==> run_1/ff_map.png <==
(8 px per micron) Other sequential cells in the stronger grey, the rest of the logic in the fainter grey.
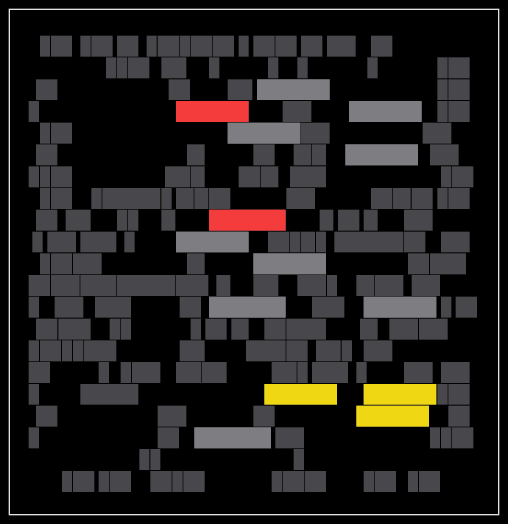
==> run_1/m3.png <==
(6 px per micron)
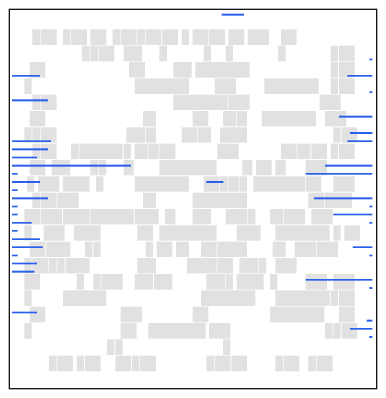
==> run_1/layers.png <==
(8 px per micron) Only two layers are drawn.
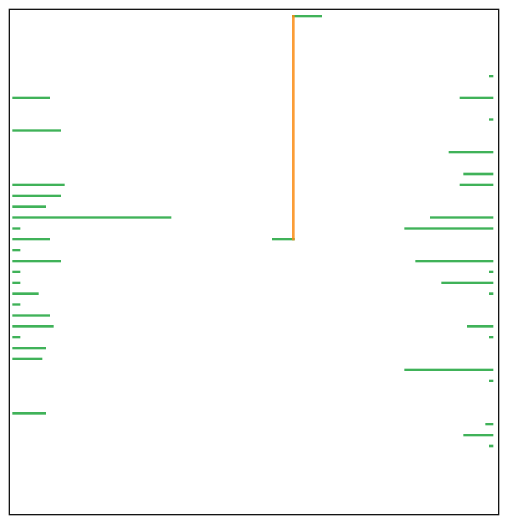
==> run_1/m1.png <==
(10 px per micron) Supply wires on this layer in grey.
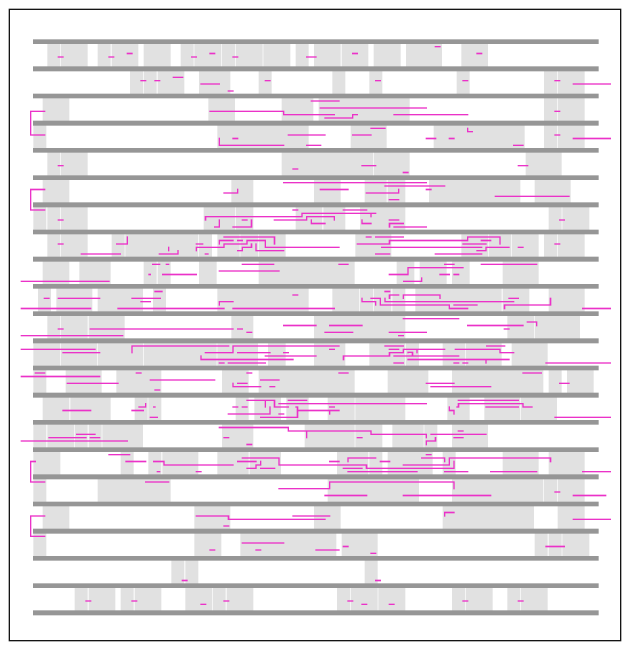
--- src/rtl/linear_proj_pkg.sv ---
// Shared sizing constants and controller state encoding for the linear projection datapath.
// Pure declarations: no latency and no flow-control behaviour.
// Consumers import this package; nothing here holds state.
package linear_proj_pkg;

    localparam int ROW_SIZE_MAT_C  = 2;
    localparam int COL_SIZE_MAT_C  = 3;
    localparam int INNER_DIMENSION = 48;
    localparam int BLOCK_SIZE      = 16;
    localparam int MAX_FLAG        = ROW_SIZE_MAT_C * COL_SIZE_MAT_C;
    localparam int ADDR_WIDTH_A    = 8;
    localparam int ADDR_WIDTH_B    = 8;

    typedef enum logic [2:0] {
        IDLE,
        FEED,
        WAIT_DONE,
        HANDOFF,
        FIN
    } ctrl_state_t;

endpackage

--- src/rtl/linear_proj_tile_cnt.sv ---
// Nested inner-step / tile-column / tile-row counter for the projection controller.
// Latency: counts update on the clock edge after k_inc / tile_inc.
// Backpressure: none of its own; the controller only pulses k_inc and tile_inc when a transfer happens.
module linear_proj_tile_cnt #(
    parameter int ROW_TILES   = 2,
    parameter int COL_TILES   = 3,
    parameter int INNER_STEPS = 3,
    parameter int RW          = 1,
    parameter int CW          = 2,
    parameter int KW          = 2
) (
    input  logic          clk,
    input  logic          rst_n,
    input  logic          clr,
    input  logic          k_inc,
    input  logic          tile_inc,
    output logic [KW-1:0] k,
    output logic [RW-1:0] tile_row,
    output logic [CW-1:0] tile_col,
    output logic          k_last,
    output logic          tile_last
);

    logic col_last;
    logic row_last;

    assign k_last    = (k == KW'(INNER_STEPS - 1));
    assign col_last  = (tile_col == CW'(COL_TILES - 1));
    assign row_last  = (tile_row == RW'(ROW_TILES - 1));
    assign tile_last = col_last && row_last;

    always_ff @(posedge clk or negedge rst_n) begin
        if (!rst_n) begin
            k        <= '0;
            tile_row <= '0;
            tile_col <= '0;
        end else if (clr) begin
            k        <= '0;
            tile_row <= '0;
            tile_col <= '0;
        end else begin
            if (k_inc) begin
                k <= k_last ? '0 : k + KW'(1);
            end
            // Column is the fast index; the row only moves when the column wraps.
            if (tile_inc) begin
                if (col_last) begin
                    tile_col <= '0;
                    tile_row <= row_last ? '0 : tile_row + RW'(1);
                end else begin
                    tile_col <= tile_col + CW'(1);
                end
            end
        end
    end

endmodule

--- src/rtl/linear_proj_ctrl.sv ---
// Tile sequencer: streams A/B BRAM reads into the matmul, then hands each tile to writeback (optional LINEAR_PROJ_CTRL_PERF_EN busy-cycle counter).
// Latency: first read one cycle after start; mm_valid/first/last trail rd_en by one cycle.
// Backpressure: reads issue only while mm_ready=1; tile handoff holds out_valid until out_ready.
module linear_proj_ctrl #(
    parameter int ROW_TILES    = linear_proj_pkg::ROW_SIZE_MAT_C,
    parameter int COL_TILES    = linear_proj_pkg::COL_SIZE_MAT_C,
    parameter int INNER_STEPS  = linear_proj_pkg::INNER_DIMENSION / linear_proj_pkg::BLOCK_SIZE,
    parameter int ADDR_WIDTH_A = linear_proj_pkg::ADDR_WIDTH_A,
    parameter int ADDR_WIDTH_B = linear_proj_pkg::ADDR_WIDTH_B
) (
    input  logic                    clk,
    input  logic                    rst_n,
    input  logic                    start,
    output logic                    busy,
    output logic                    done,
    output logic                    rd_en_a,
    output logic [ADDR_WIDTH_A-1:0] rd_addr_a,
    output logic                    rd_en_b,
    output logic [ADDR_WIDTH_B-1:0] rd_addr_b,
    input  logic                    mm_ready,
    output logic                    mm_valid,
    output logic                    mm_first,
    output logic                    mm_last,
    input  logic                    mm_done,
    output logic                    out_valid,
    input  logic                    out_ready,
    output logic [$clog2((ROW_TILES < 2) ? 2 : ROW_TILES)-1:0] tile_row,
    output logic [$clog2((COL_TILES < 2) ? 2 : COL_TILES)-1:0] tile_col,
    output logic [$clog2(linear_proj_pkg::MAX_FLAG + 1)-1:0]   flag_cnt,
    output logic [31:0]             perf_cycles
);

    import linear_proj_pkg::*;

    localparam int RW = $clog2((ROW_TILES < 2) ? 2 : ROW_TILES);
    localparam int CW = $clog2((COL_TILES < 2) ? 2 : COL_TILES);
    localparam int KW = $clog2((INNER_STEPS < 2) ? 2 : INNER_STEPS);
    localparam int FW = $clog2(MAX_FLAG + 1);

    ctrl_state_t   state;
    ctrl_state_t   state_nxt;
    logic [KW-1:0] k;
    logic          k_last;
    logic          tile_last;
    logic          issue;
    logic          accept;
    logic          tile_inc;

    linear_proj_tile_cnt #(
        .ROW_TILES   (ROW_TILES),
        .COL_TILES   (COL_TILES),
        .INNER_STEPS (INNER_STEPS),
        .RW          (RW),
        .CW          (CW),
        .KW          (KW)
    ) u_tile_cnt (
        .clk       (clk),
        .rst_n     (rst_n),
        .clr       (accept),
        .k_inc     (issue),
        .tile_inc  (tile_inc),
        .k         (k),
        .tile_row  (tile_row),
        .tile_col  (tile_col),
        .k_last    (k_last),
        .tile_last (tile_last)
    );

    always_ff @(posedge clk or negedge rst_n) begin
        if (!rst_n) begin
            state <= IDLE;
        end else begin
            state <= state_nxt;
        end
    end

    always_comb begin
        state_nxt = state;
        issue     = 1'b0;
        accept    = 1'b0;
        tile_inc  = 1'b0;
        case (state)
            IDLE: begin
                if (start) begin
                    accept    = 1'b1;
                    state_nxt = FEED;
                end
            end
            FEED: begin
                if (mm_ready) begin
                    issue = 1'b1;
                    if (k_last) begin
                        state_nxt = WAIT_DONE;
                    end
                end
            end
            WAIT_DONE: begin
                if (mm_done) begin
                    state_nxt = HANDOFF;
                end
            end
            HANDOFF: begin
                if (out_ready) begin
                    tile_inc  = 1'b1;
                    state_nxt = tile_last ? FIN : FEED;
                end
            end
            FIN: begin
                state_nxt = IDLE;
            end
            default: begin
                state_nxt = IDLE;
            end
        endcase
    end

    assign busy      = (state != IDLE);
    assign done      = (state == FIN);
    assign out_valid = (state == HANDOFF);
    assign rd_en_a   = issue;
    assign rd_en_b   = issue;
    assign rd_addr_a = ADDR_WIDTH_A'(tile_row) * ADDR_WIDTH_A'(INNER_STEPS) + ADDR_WIDTH_A'(k);
    assign rd_addr_b = ADDR_WIDTH_B'(tile_col) * ADDR_WIDTH_B'(INNER_STEPS) + ADDR_WIDTH_B'(k);

    // Beat markers are delayed one cycle to line up with the BRAM read data.
    always_ff @(posedge clk or negedge rst_n) begin
        if (!rst_n) begin
            mm_valid <= 1'b0;
            mm_first <= 1'b0;
            mm_last  <= 1'b0;
        end else begin
            mm_valid <= issue;
            mm_first <= issue && (k == '0);
            mm_last  <= issue && k_last;
        end
    end

    always_ff @(posedge clk or negedge rst_n) begin
        if (!rst_n) begin
            flag_cnt <= '0;
        end else if (accept) begin
            flag_cnt <= '0;
        end else if (tile_inc) begin
            flag_cnt <= flag_cnt + FW'(1);
        end
    end

`ifdef LINEAR_PROJ_CTRL_PERF_EN
    logic [31:0] perf_q;

    always_ff @(posedge clk or negedge rst_n) begin
        if (!rst_n) begin
            perf_q <= '0;
        end else if (accept) begin
            perf_q <= '0;
        end else if (busy && (perf_q != '1)) begin
            perf_q <= perf_q + 32'd1;
        end
    end

    assign perf_cycles = perf_q;
`else
    assign perf_cycles = '0;
`endif

endmodule

--- config.mk ---
export PLATFORM = sky130hd
export DESIGN_NAME = linear_proj_ctrl
export DESIGN_NICKNAME = d
export VERILOG_FILES = /design/src/rtl/linear_proj_pkg.sv /design/src/rtl/linear_proj_tile_cnt.sv /design/src/rtl/linear_proj_ctrl.sv
export SDC_FILE = /design/constraint.sdc
export NUM_CORES = 1
export LEC_CHECK = 0
export ABC_CLOCK_PERIOD_IN_PS = 2400
export CORE_AREA = 2 2 59 61
export CTS_CLUSTER_SIZE = 12
export DETAILED_ROUTE_END_ITERATION = 10
export DIE_AREA = 0 0 61 63
export GPL_TIMING_DRIVEN = 0
export PLACE_DENSITY = 0.78
export SLEW_MARGIN = 30
export SYNTH_ARGS = -nofsm -noshare
export SYNTH_HDL_FRONTEND = slang
export SYNTH_HIERARCHICAL = 1
export SYNTH_SLANG_ARGS = --single-unit
--- constraint.sdc ---
create_clock -name clk -period 2.4 [get_ports clk]
set_input_delay 0.48 -clock clk [delete_from_list [all_inputs] [get_ports clk]]
set_output_delay 0.48 -clock clk [all_outputs]
set_load 0.03 [all_outputs]
==> results.py, run 1 <==
# Auto-generated metrics
metrics = {
    "global_routing": {
        "grt_overflow": 0,
        "antenna_found_initial": 0,
        "track_usage": 0.1066,
        "grt_pass1_vias": 754,
        "grt_pass1_wl_mm": 3.146,
        "grt_start_max_net_pins": 15,
    },
    "power": {
        "top_power_group": "combinational cells",
        "power.leakage_nw": 0.9209,
        "switching_power_mw": 0.7504,
        "pg_clk_mw": 0.170,
        "powerComb_mw": 1.04,
        "vdd_ir_drop_max_uv": 668.9,
        "p_comb_frac": 0.656,
        "intPower_mw": 0.8316,
        "finalPower_mw": 1.582,
        "pwr-share-seq": 0.237,
        "power.density_nw_per_um2": 933.1,
        "pwr-share-clk": 0.107,
        "switching_share": 0.4743,
    },
    "cts": {
        "insertion_delay_ns": 0.27,
        "path_clk_slew_ns": 0.09,
        "cts.sinks": 14,
        "cts_tree": "done",
        "cts_buffer_depth": 2,
        "htreeDepth": 1,
        "cts_root_buffer": "clkbuf_4",
        "cts_buffers": 3,
        "cts_hold_buf": 0,
    },
    "critical_path": {
        "cp_slowest_cell": "fa_1",
        "cp_top_family": "adder cells",
        "crit_buf_inv": 3,
        "path_cells": "fa_1, ha_1, inv_1, fa_1, inv_1, buf_6",
        "start_kind": "register",
        "rr_worst_depth": 4,
        "reg2reg_from": "state[1]",
        "cp.arrival_ns": 2.08,
        "cp.depth": 6,
        "crit_required_ns": 1.92,
        "endpoint_kind": "primary output",
        "regToRegEndpoint": "u_tile_cnt/k[0]",
        "crit_start": "u_tile_cnt/tile_col[1]",
        "crit_end": "rd_addr_b[2]",
        "path_class": "reg2out",
        "crit_path_max_fanout": 2,
        "reg2reg_slack_ns": 0.82,
        "max_stage_delay_ns": 0.54,
    },
    "cells_and_area": {
        "lay_top_count": "buf_4",
        "stdcell_count": 240,
        "areaGrowthSynthToFinish_pct": 44.15,
        "layout-drive-gt1-share": 0.3454,
        "design_area_sq_um": 1695,
        "diodes": 0,
        "nets": 208,
        "lay_top_cells": "buf_4, conb_1, clkdlybuf4s50_1",
    },
    "sta": {
        "holdWs_ns": 0.4963,
        "timing_hold_violations_final": 0,
        "min_period_ns": 2.564,
        "fmax_ghz": 0.3901,
        "tightest_slew_ns": 0.6225,
        "fin_ws_ns": -0.1637,
        "fin_crit_sh": 1.068,
        "tns_ns": -0.2267,
        "rsz0062_at_grt": "yes",
        "drv_slew": 0,
        "max_slew_margin": 0.5837,
        "final-setup-viol-count": 2,
        "clock_skew_ns": 0.0008097,
    },
    "job": {
        "cap_violations": 0,
        "warnings": 28,
    },
    "yosys": {
        "synth_area_sq_um": 1176,
        "yosys.area.top_type_share": 0.2979,
        "yosys.stat.seqShare": 0.2979,
        "ys_cells": 122,
        "ys_area_sq_um": 1176,
        "yosys.area.top_type": "dfrtp_1",
        "synth_flops": 14,
        "netlist-cell-type-count": 31,
        "yosysWarnings": 6,
        "netlist_instances": 122,
        "syn_area_per_cell_sq_um": 9.640,
        "area_leaders": "dfrtp_1, buf_4, fa_1",
    },
    "drt": {
        "drc": 0,
        "antenna_left": 0,
        "viasPerCell": 3.650,
        "firstDrtPassIters": 4,
        "drt_first_iter_violations": 25,
        "wl_per_cell_microns": 8.096,
    },
    "place": {
        "dp_cells": 234,
        "place_hpwl_mm": 1.546,
        "dpl_cell_area_sq_um": 1645,
        "io_buffers": 26,
        "pre_cts_slack_ns": -0.4612,
        "gp_congestion": 0.7136,
    },
    "floorplanning": {
        "die_area_sq_um": 3843,
        "die_y_microns": 63,
        "core-area_sq_um": 3232,
        "num_rows": 21,
        "pin_count": 68,
        "fp_util": 0.3639,
        "die_w_microns": 61,
    },
    "min_path": {
        "hold_start": "flag_cnt[2]",
        "min_path_cells": 1,
        "whs_endpoint": "flag_cnt[2]",
        "hold_class": "reg2reg",
    },
    "run_status": {
        "violations": "setup timing",
        "status": "finished with violations",
    },
}
Back to the opening pictures, ff_map.png:
[yellow] flag_cnt | flops: 3
[red] u_tile_cnt/k | flops: 2
not coloured: 9
Finished Core Util: 0.5246
Sequential Area: 354.1 sq um
Flop+latch power: 0.375 mW
sequential fraction of total cell area: 0.2089

Back to the opening pictures, m3.png:
nets with wire on the layer: 40
share of all routed wire: 8.2%
main direction: horizontal
longest straight run: 19.6 microns
GR Util met3: 0.01863
Vias: 876
Total Routed Length: 1.943 mm

Back to the opening pictures, layers.png:
[green] M3 | wire length: 159 microns
[orange] M4 | wire length: 27.9 microns

Back to the opening pictures, m1.png:
main direction: horizontal
share of all routed wire: 44%
nets with wire on the layer: 163
wire length on this layer: 855 microns

==> run 1: synthesized netlist by cell type (all sizes together) <==
library cell  number
or2b               1
a21oi              8
and4bb             1
fa                 3
and2               1
nor4b              1
and3b              2
xnor2              1
dfrtp             14
buf               45
nor3b              2
inv               10
and4b              2
a211oi             2
or3b               2
or3                1
mux2i              1
nor2b              3
mux2               1
and3               1
nor2               3
ha                 4
conb               1
nand2              4
nand3b             3
nand2b             5
==> run 1: layer usage <==
layer | track usage | share of wire | up-vias
li1 | - | - | 452
met1 | 0.1317 | 0.44 | 381
met2 | 0.1667 | 0.46 | 41
met3 | 0.01863 | 0.082 | 2
met4 | 0.06522 | 0.014 | 0
met5 | 0 | 0 | -
==> run 1: registers in the layout (all words and copies together) (netlist names) <==
name / cells
flag_cnt: 3
mm_first: 1
mm_last: 1
mm_valid: 1
state: 3
u_tile_cnt/k: 2
u_tile_cnt/tile_col: 2
u_tile_cnt/tile_row: 1
==> run 1: kinds of logic after synthesis <==
group                      after synthesis  synth area share
and+or+nand+nor                         32            0.2064
DFF                                     14            0.2979
muxes                                    2           0.01808
other                                    1          0.003188
AOI/OAI and AO/OA                       10           0.05319
xor gates and xnor gates                 1          0.007448
buffers and inverters                   55            0.3202
adders and majority gates                7           0.09362
==> run 1: layout make-up <==
cell class | instances | area, sq um
multi-input combinational | 93 | 599.3
tap | 46 | 57.56
clock buffer | 4 | 36.28
sequential | 14 | 354.1
timing repair buffer | 28 | 271.5
fill | 312 | 1536
buffer | 45 | 339.1
inverter | 10 | 37.54
==> run 1: timing repair <==
action                     4_1_cts  5_1_grt
pin swaps                        1        0
setup buffers                    2        0
setup endpoints to repair        7        5
resized                         21        5
==> run_1/congestion_map.png <==
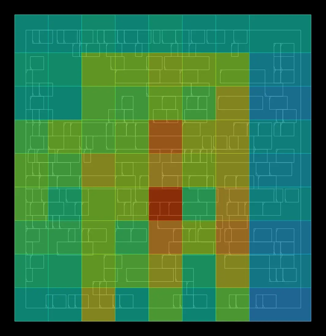

## Run 2: what changed since run 1
--- a/config.mk
+++ b/config.mk
@@ -11,9 +11,8 @@
 export DETAILED_ROUTE_END_ITERATION = 10
 export DIE_AREA = 0 0 61 63
 export GPL_TIMING_DRIVEN = 0
-export PLACE_DENSITY = 0.78
+export PLACE_DENSITY = 0.79
 export SLEW_MARGIN = 30
 export SYNTH_ARGS = -nofsm -noshare
 export SYNTH_HDL_FRONTEND = slang
-export SYNTH_HIERARCHICAL = 1
 export SYNTH_SLANG_ARGS = --single-unit
==> run_2/congestion_map.png <==
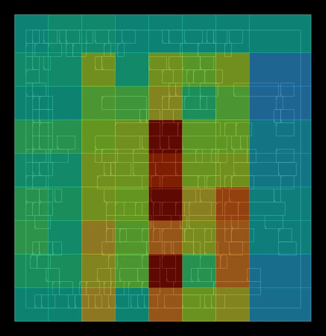
Finished Core Util: 0.5335
total track usage: 0.1258
GR Util met2: 0.2204
met1 Usage GRT: 0.1407
GR peak layer: met2

==> results.py, run 2 <==
# Auto-generated metrics
metrics = {
    "cells_and_area": {
        "comb_cells": 93,
        "nets": 216,
        "lay_top_cells": "buf_4, conb_1, clkdlybuf4s50_1",
        "nClkBuffers": 4,
        "areaGrowthSynthToFinish_pct": 44.90,
        "flop_area_sq_um": 352.8,
        "seq_share": 0.2046,
        "stdcell_count": 245,
        "clk_share": 0.01524,
        "comb_share": 0.3578,
        "buf_share": 0.3628,
        "seq_cell_count": 14,
        "signal_buffers": 76,
        "inv_count": 12,
        "diodes": 0,
        "design_area_sq_um": 1724,
    },
    "critical_path": {
        "path_class": "reg2out",
        "rr_worst_depth": 4,
        "crit_path_max_fanout": 2,
        "reg2reg_slack_ns": 0.98,
        "endpoint_kind": "primary output",
        "cp.arrival_ns": 2.13,
        "start_kind": "register",
        "crit_required_ns": 1.92,
    },
    "min_path": {
        "hold_start": "flag_cnt[0]",
        "whs_endpoint": "flag_cnt[0]",
        "min_path_cells": 1,
    },
    "cts": {
        "cts_tree": "done",
        "htreeDepth": 1,
        "cts.sinks": 14,
        "cts_hold_buf": 0,
        "path_clk_slew_ns": 0.09,
        "insertion_delay_ns": 0.30,
        "cts_buffer_depth": 2,
    },
    "sta": {
        "tightest_slew_ns": 0.6410,
        "min_period_ns": 2.615,
        "fin_ws_ns": -0.2150,
        "fin_crit_sh": 1.090,
        "fmax_ghz": 0.3824,
        "final-setup-viol-count": 2,
        "rsz0062_at_grt": "yes",
        "tns_ns": -0.2569,
        "holdWs_ns": 0.5137,
        "drv_slew": 0,
        "timing_hold_violations_final": 0,
    },
    "yosys": {
        "most_common_cell": "buf_4",
        "area_leaders": "dfrtp_1, buf_4, ha_1",
        "yosysWarnings": 0,
        "synth_flops": 14,
        "synthTopCellsByCount": "buf_4, dfrtp_1, inv_1, nand2_1, ha_1",
        "edf_count": 0,
        "yosys.stat.seqShare": 0.2944,
        "synth_area_sq_um": 1190,
        "ys_area_sq_um": 1190,
        "yosys.area.top_type_share": 0.2944,
        "syn_area_per_cell_sq_um": 9.596,
        "yosys.area.top_type": "dfrtp_1",
        "ys_cells": 124,
        "yosys_most_used_dff": "dfrtp_1",
    },
    "drt": {
        "via_count": 917,
        "wl_per_cell_microns": 9.543,
        "wl_met2_mm": 1.255,
        "wl_met1_microns": 883,
        "viasPerCell": 3.743,
        "wl_mm": 2.338,
        "antenna_left": 0,
        "drt_first_iter_violations": 18,
        "wl_met3_microns": 145,
        "drc": 0,
        "firstDrtPassIters": 4,
    },
    "place": {
        "dpl_cell_area_sq_um": 1665,
        "pre_cts_slack_ns": -0.4977,
        "gp_congestion": 0.7683,
        "dp_cells": 236,
        "place_hpwl_mm": 1.802,
    },
    "power": {
        "switching_power_mw": 0.8719,
        "pg_seq_mw": 0.380,
        "finalPower_mw": 1.731,
        "vdd_ir_drop_max_uv": 427.2,
        "pg_clk_mw": 0.151,
        "pwr-share-seq": 0.219,
        "switching_share": 0.5038,
        "intPower_mw": 0.8588,
        "top_power_group": "combinational cells",
        "p_comb_frac": 0.693,
    },
    "global_routing": {
        "grt_overflow": 0,
        "grt_pass1_wl_mm": 3.601,
        "grt_start_max_net_pins": 15,
    },
    "run_status": {
        "status": "finished with violations",
        "violations": "setup timing",
    },
    "floorplanning": {
        "num_rows": 21,
        "die_y_microns": 63,
        "die_w_microns": 61,
    },
    "job": {
        "cap_violations": 0,
    },
}
-- run 2: netlist changes by cell type in the layout (fill, tap and decap cells not counted), sizes merged, moves of 2 or more --
| cell | previous run | this run |
|---|---|---|
| nor2b | 3 | 0 |
| or3b | 2 | 0 |
| inv | 10 | 12 |
| nand2 | 4 | 9 |
| o31ai | 0 | 2 |
| buf | 49 | 53 |
| ha | 4 | 7 |
| nand3 | 0 | 2 |
| a211oi | 2 | 0 |
| nand2b | 5 | 1 |
| o21ai | 0 | 3 |
| a21oi | 8 | 4 |
| or3 | 1 | 3 |
-- run 2: what timing repair did --
action / CTS / global route
setup buffers: 5 / 0
hold endpoints to repair: 0 / 0
setup endpoints to repair: 7 / 4
pin swaps: 3 / 0
gates resized: 25 / 5
-- run 2: cell families (layout without fill, tap and decap cells) --
logic type | after synthesis | in the layout | share of synthesized area
buffers and inverters | 57 | 92 | 0.3260
and+or+nand+nor | 29 | 29 | 0.1766
DFF | 14 | 14 | 0.2944
AOI/OAI and AO/OA | 13 | 13 | 0.07571
adders and majority gates | 10 | 10 | 0.1241
other | 1 | 41 | 0.003152
-- run 2: how the worst max path moves through the flow --
stage	end	slack, ns	startpoint	depth (start not counted)
global placement	rd_addr_b[2]	-0.48	u_tile_cnt.tile_col[1]	6
detailed placement	rd_addr_b[2]	-0.50	u_tile_cnt.tile_col[0]	6
finish	rd_addr_b[2]	-0.21	u_tile_cnt.tile_col[1]	6
floorplan	rd_addr_b[2]	-0.003	u_tile_cnt.tile_col[0]	5
CTS	rd_addr_b[2]	-0.24	u_tile_cnt.tile_col[1]	6
global route	rd_addr_b[2]	-0.26	u_tile_cnt.tile_col[1]	6
-- run 2: critical path: cells and delay by family (launching register included) --
family                   cells  cell delay, ns
adder cells (fa/ha/maj)      3            1.23
flip-flops                   1            0.38
buffers and inverters        3            0.23
==> run_2/m1.png <==
(10 px per micron) Supply wires on this layer in grey.
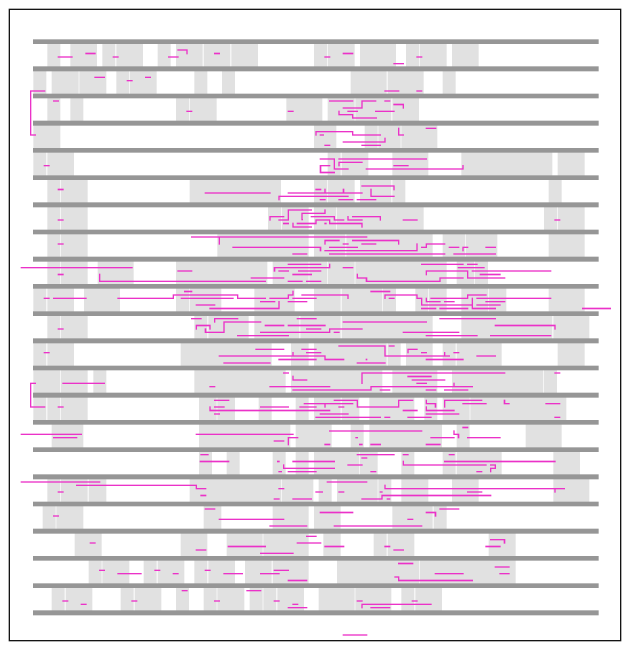

## Run 3: what changed since run 2
--- a/config.mk
+++ b/config.mk
@@ -5,13 +5,13 @@
 export SDC_FILE = /design/constraint.sdc
 export NUM_CORES = 1
 export LEC_CHECK = 0
-export ABC_CLOCK_PERIOD_IN_PS = 2400
-export CORE_AREA = 2 2 59 61
+export ABC_CLOCK_PERIOD_IN_PS = 3200
+export CORE_AREA = 2 2 57 59
 export CTS_CLUSTER_SIZE = 12
 export DETAILED_ROUTE_END_ITERATION = 10
-export DIE_AREA = 0 0 61 63
+export DIE_AREA = 0 0 59 61
 export GPL_TIMING_DRIVEN = 0
-export PLACE_DENSITY = 0.79
+export PLACE_DENSITY = 0.84
 export SLEW_MARGIN = 30
 export SYNTH_ARGS = -nofsm -noshare
 export SYNTH_HDL_FRONTEND = slang
==> constraint.sdc (replaced) <==
create_clock -name clk -period 3.2 [get_ports clk]
set_input_delay 0.64 -clock clk [delete_from_list [all_inputs] [get_ports clk]]
set_output_delay 0.64 -clock clk [all_outputs]
set_load 0.03 [all_outputs]
==> run_3/m1.png <==
(10 px per micron) Supply wires on this layer in grey.
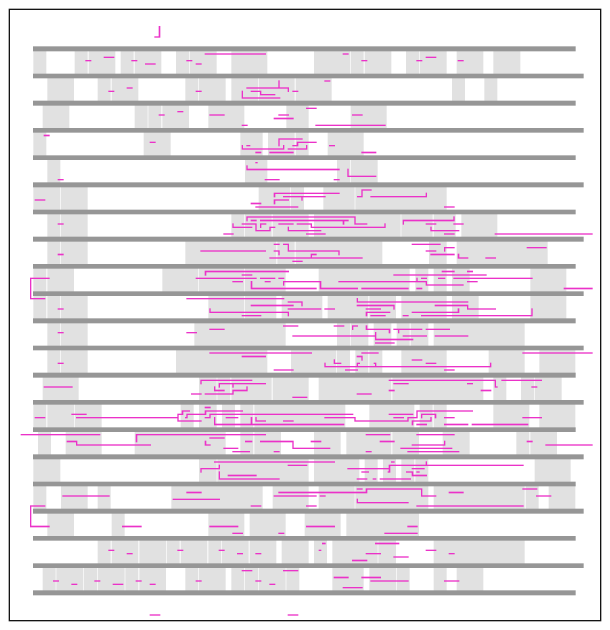
main direction: horizontal
wire length on this layer: 807 microns
nets with wire on the layer: 165
share of all routed wire: 38%
longest straight run: 16.6 microns

==> results.py, run 3 <==
# Auto-generated metrics
metrics = {
    "critical_path": {
        "crit_buf_inv": 3,
        "crit_path_max_fanout": 4,
        "path_class": "reg2out",
        "regToRegEndpoint": "flag_cnt[0]",
        "cp.depth": 5,
        "reg2reg_from": "state[0]",
        "cp.arrival_ns": 2.33,
        "path_cells": "inv_1, fa_1, inv_1, ha_1, clkdlybuf4s50_1",
        "endpoint_kind": "primary output",
        "cp_top_family": "buffers and inverters",
        "rr_worst_depth": 4,
        "crit_required_ns": 2.56,
        "crit_start": "u_tile_cnt.tile_col[0]",
        "max_stage_delay_ns": 0.66,
        "cpMostUsedCell": "inv_1",
        "start_kind": "register",
        "crit_end": "rd_addr_b[1]",
        "reg2reg_slack_ns": 1.77,
        "cp_slowest_cell": "clkdlybuf4s50_1",
    },
    "cells_and_area": {
        "stdcell_count": 226,
        "fillerInstances": 276,
        "utilization": 0.5614,
        "flop_area_sq_um": 350.3,
        "layout-drive-gt1-share": 0.2850,
        "lay_top_cells": "buf_4, conb_1, clkdlybuf4s50_1",
        "nets": 211,
        "diodes": 0,
        "layout.area.comb_sq_um": 601.8,
        "areaGrowthSynthToFinish_pct": 39.33,
        "lay_top_count": "buf_4",
        "reg.largest.list": "flag_cnt x3, state x3",
    },
    "cts": {
        "insertion_delay_ns": 0.28,
        "cts_resized": 2,
        "cts_buffer_depth": 2,
        "cts_root_buffer": "clkbuf_4",
        "cts_setup_buffers": 0,
        "cts.sinks": 14,
        "cts_buffers": 3,
        "cts_tree": "done",
        "path_clk_slew_ns": 0.09,
        "htreeDepth": 1,
        "cts_hold_buf": 0,
    },
    "yosys": {
        "edf_count": 0,
        "synth_flops": 14,
        "ys_cells": 124,
        "yosysWarnings": 0,
        "yosys.area.top_type_share": 0.2944,
        "ys_area_sq_um": 1190,
        "yosys_most_used_dff": "dfrtp_1",
        "most_common_cell": "buf_4",
        "area_leaders": "dfrtp_1, buf_4, ha_1",
        "synthArstFlopShare": 1.000,
        "yosys.stat.seqShare": 0.2944,
        "synthTopCellsByCount": "buf_4, dfrtp_1, inv_1, nand2_1, ha_1",
        "yosys.area.top_type": "dfrtp_1",
        "netlist_instances": 124,
        "syn_area_per_cell_sq_um": 9.596,
        "synth_area_sq_um": 1190,
        "netlist-cell-type-count": 32,
    },
    "global_routing": {
        "antenna_found_initial": 0,
        "grt_start_max_net_pins": 15,
        "grt_pass1_wl_mm": 3.256,
        "grt_overflow": 0,
        "grt_pass1_vias": 748,
        "track_usage": 0.1252,
    },
    "drt": {
        "wl_mm": 2.111,
        "wl_per_cell_microns": 9.341,
        "drt_first_iter_violations": 9,
        "via_count": 901,
        "firstDrtPassIters": 2,
        "antenna_left": 0,
        "drc": 0,
        "viasPerCell": 3.987,
    },
    "floorplanning": {
        "core-area_sq_um": 2953,
        "die_w_microns": 59,
        "die_area_sq_um": 3599,
        "num_rows": 20,
        "fp_util": 0.4030,
        "die_y_microns": 61,
        "pin_count": 68,
    },
    "place": {
        "dp_cells": 223,
        "gp_congestion": 0.7367,
        "place_hpwl_mm": 1.718,
        "io_buffers": 26,
    },
    "sta": {
        "clock_skew_ns": 0.003724,
        "timing_hold_violations_final": 0,
        "fin_crit_sh": 0.9272,
        "fmax_ghz": 0.3370,
        "max_slew_margin": 0.5756,
        "drv_slew": 0,
        "final-setup-viol-count": 0,
        "rsz0062_at_grt": "no",
        "tns_ns": 0,
        "min_period_ns": 2.967,
        "tightest_slew_ns": 0.6345,
    },
    "power": {
        "vdd_ir_drop_max_uv": 322.7,
        "finalPower_mw": 1.236,
        "power.leakage_nw": 0.9122,
        "power.density_nw_per_um2": 745.3,
    },
    "min_path": {
        "hold_class": "reg2reg",
        "hold_start": "flag_cnt[0]",
        "min_path_cells": 1,
        "whs_endpoint": "flag_cnt[0]",
    },
    "run_status": {
        "status": "complete, no violations",
    },
    "job": {
        "cap_violations": 0,
        "warnings": 29,
    },
}
## run 3: cell types whose count changed in the layout (fill, tap and decap cells not counted), moves of 2 or more
cell / previous run / this run
buf_4: 47 / 42
buf_6: 4 / 2
clkdlybuf4s50_1: 19 / 24
dfrtp_1: 12 / 14
dfrtp_2: 2 / 0
inv_1: 8 / 12
inv_2: 4 / 0
## run 3: final cells by class
type | count | area share
timing repair buffer | 26 | 0.1532
buffer | 45 | 0.2068
multi-input combinational | 93 | 0.3630
inverter | 12 | 0.02717
sequential | 14 | 0.2113
clock buffer | 3 | 0.01358
tap | 33 | 0.02491
## run 3: stage by stage
step / hold WS, ns / setup WS [ns] / area [sq um]
after floorplan: 0.3444 / 0.4448 / 1340
after detailed placement: 0.5020 / 0.1026 / 1642
after global placement: 0.4891 / 0.1146 / 1642
after CTS: 0.5136 / 0.05341 / 1662
after global routing: 0.5402 / 0.09747 / 1658
final: 0.5115 / 0.2329 / 1658
## run 3: cells by family (layout without fill, tap and decap cells)
| kind of cell | count (synthesis) | in the layout | synth area share |
|---|---|---|---|
| flops | 14 | 14 | 0.2944 |
| other cells | 1 | 41 | 0.003152 |
| simple gates | 29 | 29 | 0.1766 |
| compound gates | 13 | 13 | 0.07571 |
| buf+inv | 57 | 86 | 0.3260 |
| fa+ha+maj | 10 | 10 | 0.1241 |
## run 3: metal layers
| metal | global-route usage | up-vias | routed length (microns) |
|---|---|---|---|
| li1 | - | 460 | - |
| met1 | 0.1355 | 402 | 806 |
| met2 | 0.2079 | 33 | 1074 |
| met3 | 0.04478 | 6 | 158 |
| met4 | 0.08117 | 0 | 72 |
| met5 | 0 | - | 0 |
## run 3: where the power goes
group	switching, mW	leakage, nW	internal, mW
combinational	0.503	0.713	0.340
sequential	0.0571	0.185	0.233
clock	0.0588	0.0138	0.0437
No activity file was given, so power comes from the tool's default toggle rates.
